**Metal 3**

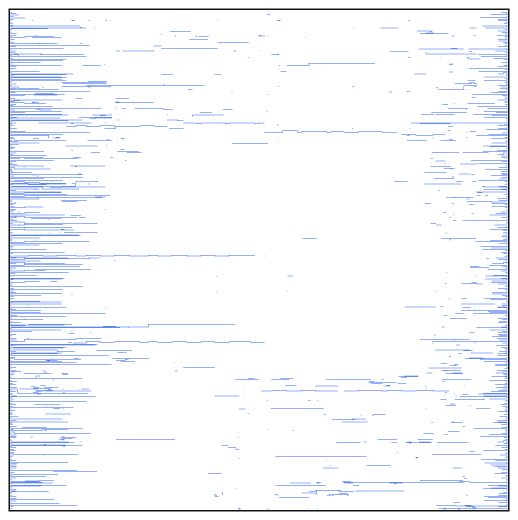
**Met2 routing**

Cells faint in the background.
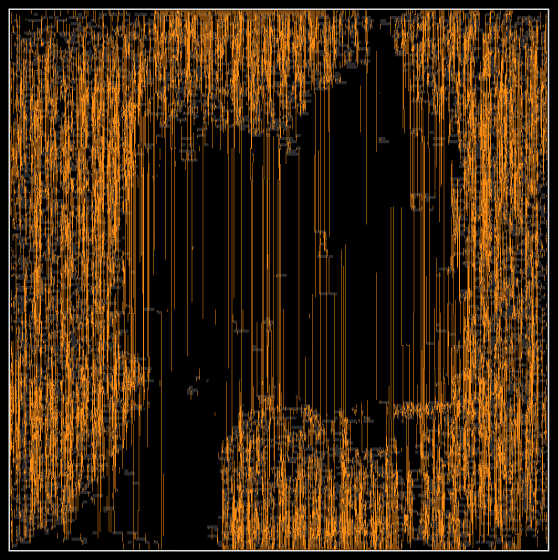
### src/rtl/cache_pkg.sv
// Shared definitions for the cache refill controller: default geometry,
// FSM state encoding and line address helper.
package cache_pkg;

    localparam int ADDRESS_WIDTH   = 32;
    localparam int DATA_WIDTH      = 32;
    localparam int LINE_SIZE_BYTES = 64;
    localparam int OFFSET_BITS     = 6;
    localparam int BEATS           = LINE_SIZE_BYTES * 8 / DATA_WIDTH;

    typedef enum logic [2:0] {
        IDLE,
        WB,
        RD_REQ,
        RD_WAIT,
        RESP
    } state_e;

    // Clear the in-line byte offset to get the line base address.
    function automatic logic [ADDRESS_WIDTH-1:0] line_base(
        input logic [ADDRESS_WIDTH-1:0] addr,
        input int unsigned              offset_bits
    );
        return addr & ~((ADDRESS_WIDTH'(1) << offset_bits) - ADDRESS_WIDTH'(1));
    endfunction

endpackage

### src/rtl/cache_refill_ctrl_wb_buffer.sv
// Single-entry capture of a dirty evicted line, with full flag and a sticky
// overflow flag for evictions that arrive while the entry is still occupied.
module wb_buffer #(
    parameter int ADDRESS_WIDTH = 32,
    parameter int LINE_WIDTH    = 512
) (
    input  logic                     clk,
    input  logic                     rst,
    input  logic                     i_evict,
    input  logic [ADDRESS_WIDTH-1:0] i_evict_addr,
    input  logic [LINE_WIDTH-1:0]    i_evict_data,
    input  logic                     i_clear,
    output logic                     o_full,
    output logic [ADDRESS_WIDTH-1:0] o_addr,
    output logic [LINE_WIDTH-1:0]    o_data,
    output logic                     o_overflow
);
    import cache_pkg::*;

    logic                     full_q, full_d;
    logic                     overflow_q, overflow_d;
    logic [ADDRESS_WIDTH-1:0] addr_q, addr_d;
    logic [LINE_WIDTH-1:0]    data_q, data_d;

    always_comb begin
        full_d     = full_q;
        overflow_d = overflow_q;
        addr_d     = addr_q;
        data_d     = data_q;
        if (i_clear) full_d = 1'b0;
        // An entry released on this edge can take a new eviction immediately.
        if (i_evict) begin
            if (full_d) begin
                overflow_d = 1'b1;
            end else begin
                full_d = 1'b1;
                addr_d = i_evict_addr;
                data_d = i_evict_data;
            end
        end
    end

    always_ff @(posedge clk or posedge rst) begin
        if (rst) begin
            full_q     <= 1'b0;
            overflow_q <= 1'b0;
            addr_q     <= '0;
            data_q     <= '0;
        end else begin
            full_q     <= full_d;
            overflow_q <= overflow_d;
            addr_q     <= addr_d;
            data_q     <= data_d;
        end
    end

    assign o_full     = full_q;
    assign o_addr     = addr_q;
    assign o_data     = data_q;
    assign o_overflow = overflow_q;

endmodule

### src/rtl/cache_refill_ctrl.sv
// Cache refill controller: writes back a buffered dirty line, then fetches a
// missed line beat by beat. Optional CACHE_REFILL_CRITICAL_WORD_FIRST_EN starts the fetch at the missed word.
module cache_refill_ctrl #(
    parameter int ADDRESS_WIDTH   = cache_pkg::ADDRESS_WIDTH,
    parameter int DATA_WIDTH      = cache_pkg::DATA_WIDTH,
    parameter int LINE_SIZE_BYTES = cache_pkg::LINE_SIZE_BYTES,
    parameter int OFFSET_BITS     = cache_pkg::OFFSET_BITS
) (
    input  logic                         clk,
    input  logic                         rst,
    input  logic                         i_miss,
    input  logic [ADDRESS_WIDTH-1:0]     i_miss_addr,
    input  logic                         i_evict,
    input  logic [ADDRESS_WIDTH-1:0]     i_evict_addr,
    input  logic [LINE_SIZE_BYTES*8-1:0] i_evict_data,
    output logic [LINE_SIZE_BYTES*8-1:0] o_memory_line,
    output logic                         o_memory_response,
    output logic                         o_busy,
    output logic                         o_wb_overflow,
    output logic                         mem_req_valid,
    input  logic                         mem_req_ready,
    output logic                         mem_req_we,
    output logic [ADDRESS_WIDTH-1:0]     mem_req_addr,
    output logic [DATA_WIDTH-1:0]        mem_req_wdata,
    input  logic                         mem_rsp_valid,
    input  logic [DATA_WIDTH-1:0]        mem_rsp_rdata
);
    import cache_pkg::*;

    localparam int LINE_W     = LINE_SIZE_BYTES * 8;
    localparam int NBEATS     = LINE_W / DATA_WIDTH;
    localparam int BEAT_W     = $clog2(NBEATS);
    localparam int WORD_SHIFT = $clog2(DATA_WIDTH / 8);
    localparam logic [BEAT_W-1:0] LAST_BEAT = BEAT_W'(NBEATS - 1);

    function automatic logic [ADDRESS_WIDTH-1:0] word_addr(
        input logic [ADDRESS_WIDTH-1:0] addr,
        input logic [BEAT_W-1:0]        beat
    );
        return line_base(addr, OFFSET_BITS) + (ADDRESS_WIDTH'(beat) << WORD_SHIFT);
    endfunction

    logic                     wb_full, wb_clear;
    logic [ADDRESS_WIDTH-1:0] wb_addr;
    logic [LINE_W-1:0]        wb_data;

    wb_buffer #(
        .ADDRESS_WIDTH(ADDRESS_WIDTH),
        .LINE_WIDTH   (LINE_W)
    ) u_wb_buffer (
        .clk         (clk),
        .rst         (rst),
        .i_evict     (i_evict),
        .i_evict_addr(i_evict_addr),
        .i_evict_data(i_evict_data),
        .i_clear     (wb_clear),
        .o_full      (wb_full),
        .o_addr      (wb_addr),
        .o_data      (wb_data),
        .o_overflow  (o_wb_overflow)
    );

    state_e                   state_q, state_d;
    logic [BEAT_W-1:0]        beat_q, beat_d, start_beat;
    logic [ADDRESS_WIDTH-1:0] miss_addr_q, miss_addr_d;
    logic [LINE_W-1:0]        line_q, line_d;
    logic                     valid_q, valid_d, we_q, we_d;
    logic                     resp_q, resp_d, busy_q, busy_d;
    logic [ADDRESS_WIDTH-1:0] addr_q, addr_d;
    logic [DATA_WIDTH-1:0]    wdata_q, wdata_d;
    logic                     req_fire, rd_done;

`ifdef CACHE_REFILL_CRITICAL_WORD_FIRST_EN
    logic [BEAT_W-1:0] rcv_q, rcv_d;
    assign start_beat = i_miss_addr[OFFSET_BITS-1:WORD_SHIFT];
    assign rd_done    = (rcv_q == LAST_BEAT);
`else
    assign start_beat = '0;
    assign rd_done    = (beat_q == LAST_BEAT);
`endif

    assign req_fire = valid_q && mem_req_ready;

    always_comb begin
        state_d     = state_q;
        beat_d      = beat_q;
        miss_addr_d = miss_addr_q;
        line_d      = line_q;
        wb_clear    = 1'b0;
`ifdef CACHE_REFILL_CRITICAL_WORD_FIRST_EN
        rcv_d       = rcv_q;
`endif
        unique case (state_q)
            IDLE: begin
                // A same-cycle eviction lands in the buffer next edge; hold the
                // miss one cycle so the writeback still goes first.
                if (wb_full) begin
                    state_d = WB;
                    beat_d  = '0;
                end else if (i_miss && !i_evict) begin
                    state_d     = RD_REQ;
                    miss_addr_d = i_miss_addr;
                    beat_d      = start_beat;
`ifdef CACHE_REFILL_CRITICAL_WORD_FIRST_EN
                    rcv_d       = '0;
`endif
                end
            end
            WB: begin
                if (req_fire) begin
                    beat_d = beat_q + 1'b1;
                    if (beat_q == LAST_BEAT) begin
                        wb_clear = 1'b1;
                        state_d  = IDLE;
                    end
                end
            end
            RD_REQ: begin
                if (req_fire) state_d = RD_WAIT;
            end
            RD_WAIT: begin
                if (mem_rsp_valid) begin
                    line_d[int'(beat_q)*DATA_WIDTH +: DATA_WIDTH] = mem_rsp_rdata;
                    beat_d  = beat_q + 1'b1;
                    state_d = rd_done ? RESP : RD_REQ;
`ifdef CACHE_REFILL_CRITICAL_WORD_FIRST_EN
                    rcv_d   = rcv_q + 1'b1;
`endif
                end
            end
            RESP:    state_d = IDLE;
            default: state_d = IDLE;
        endcase

        // Outputs are decoded from the next state so they leave a flop.
        valid_d = (state_d == WB) || (state_d == RD_REQ);
        we_d    = (state_d == WB);
        busy_d  = (state_d != IDLE);
        resp_d  = (state_d == RESP);
        addr_d  = '0;
        wdata_d = '0;
        if (state_d == WB) begin
            addr_d  = word_addr(wb_addr, beat_d);
            wdata_d = wb_data[int'(beat_d)*DATA_WIDTH +: DATA_WIDTH];
        end else if (state_d == RD_REQ) begin
            addr_d  = word_addr(miss_addr_d, beat_d);
        end
    end

    always_ff @(posedge clk or posedge rst) begin
        if (rst) begin
            state_q     <= IDLE;
            beat_q      <= '0;
            miss_addr_q <= '0;
            line_q      <= '0;
            valid_q     <= 1'b0;
            we_q        <= 1'b0;
            resp_q      <= 1'b0;
            busy_q      <= 1'b0;
            addr_q      <= '0;
            wdata_q     <= '0;
`ifdef CACHE_REFILL_CRITICAL_WORD_FIRST_EN
            rcv_q       <= '0;
`endif
        end else begin
            state_q     <= state_d;
            beat_q      <= beat_d;
            miss_addr_q <= miss_addr_d;
            line_q      <= line_d;
            valid_q     <= valid_d;
            we_q        <= we_d;
            resp_q      <= resp_d;
            busy_q      <= busy_d;
            addr_q      <= addr_d;
            wdata_q     <= wdata_d;
`ifdef CACHE_REFILL_CRITICAL_WORD_FIRST_EN
            rcv_q       <= rcv_d;
`endif
        end
    end

    assign o_memory_line     = line_q;
    assign o_memory_response = resp_q;
    assign o_busy            = busy_q;
    assign mem_req_valid     = valid_q;
    assign mem_req_we        = we_q;
    assign mem_req_addr      = addr_q;
    assign mem_req_wdata     = wdata_q;

endmodule

### config.mk
export PLATFORM = sky130hd
export DESIGN_NAME = cache_refill_ctrl
export DESIGN_NICKNAME = d
export VERILOG_FILES = /design/src/rtl/cache_pkg.sv /design/src/rtl/cache_refill_ctrl_wb_buffer.sv /design/src/rtl/cache_refill_ctrl.sv
export SDC_FILE = /design/constraint.sdc
export NUM_CORES = 2
export LEC_CHECK = 0
export CAP_MARGIN = 10
export CORE_AREA = 2 2 469 471
export DETAILED_ROUTE_END_ITERATION = 7
export DIE_AREA = 0 0 471 473
export GPL_TIMING_DRIVEN = 0
export MAX_ROUTING_LAYER = met4
export PLACE_DENSITY = 0.5
export SETUP_SLACK_MARGIN = 0.02
export SYNTH_ARGS = -nofsm -noshare
export SYNTH_HDL_FRONTEND = slang
export SYNTH_SLANG_ARGS = --single-unit
### constraint.sdc
create_clock -name clk -period 46.6 [get_ports clk]
set_input_delay 4.66 -clock clk [delete_from_list [all_inputs] [get_ports clk]]
set_output_delay 4.66 -clock clk [all_outputs]
set_load 0.1 [all_outputs]
==> out/metrics.yaml <==
run_status:
  status: "completed"
clocking:
  ctsHoldBuffers: 0
  cts_buffers: 143
  cts.clk_slew.worst_paths_ns: 0.06
  cts_htree_levels: 4
critical_path:
  critPathMaxFanout: 10
  endpoint: "mem_req_wdata[4]"
  cp_slowest_cell: "mux2i_1"
  crit_chain: "clkdlybuf4s50_1 > nand2_1 > a21oi_1 > nand2_1 > and2_1 > buf_4 > inv_4 > buf_6 > buf_6 > mux2i_1 > o22ai_1 > o311a_1"
  path_depth: 12
final_timing:
  hold_violations: 0
  skew_ns: 0.0362
  max_slew_margin_pct: 13.5
yosys:
  syn_area_um2: 47400
  ys_warn_count: 0
  syn-mean-instance-area_um2: 12.7
  synth-edff-count: 0
  synth_top_flop_cell: "dfrtp_1"
  synthAoiAreaFrac_pct: 8.19
  postSynthCellCount: 3735
routing:
  vias_per_cell: 4.50
  vias: 36837
  drc: 0
  drt_iter0_markers: 2287
  maxUsedRoutingLayer: "met4"
  ant_nets: 0
worst_hold_path:
  hold_class: "flop to flop"
  hold_end: "o_memory_line[414]"
floorplan:
  tap_cells: 2871
cells_and_area:
  layout_top_cell: "clkdlybuf4s50_1"
  clock_area_share_pct: 7.07
  final_cell_mix: "clkdlybuf4s50_1 (1168), dfrtp_1 (1151), mux2_2 (715), nand2_1 (596), clkbuf_1 (254)"
  fillers: 22267
  areaGrowthSynthToFinish_pct: 44.9
global_route:
  grt_pass1_vias: 38145
power_and_ir_drop:
  pwr-share-comb_pct: 36.4
  p_per_area_nw_per_um2: 58.6
  comb-power_mw: 1.47
placement:
  hpwl_um: 191000
Back to the opening pictures, 'metal 3':
longest straight run	114 um
share of all routed wire	7.6%
wire length on this layer	18000 um
main direction	horizontal
nets with wire on the layer	940

Back to the opening pictures, 'met2 routing':
wire length on this layer	126 mm
longest straight run	286 um
nets with wire on the layer	5109

Power figures rest on the tool's default switching activity, not on a simulated workload.
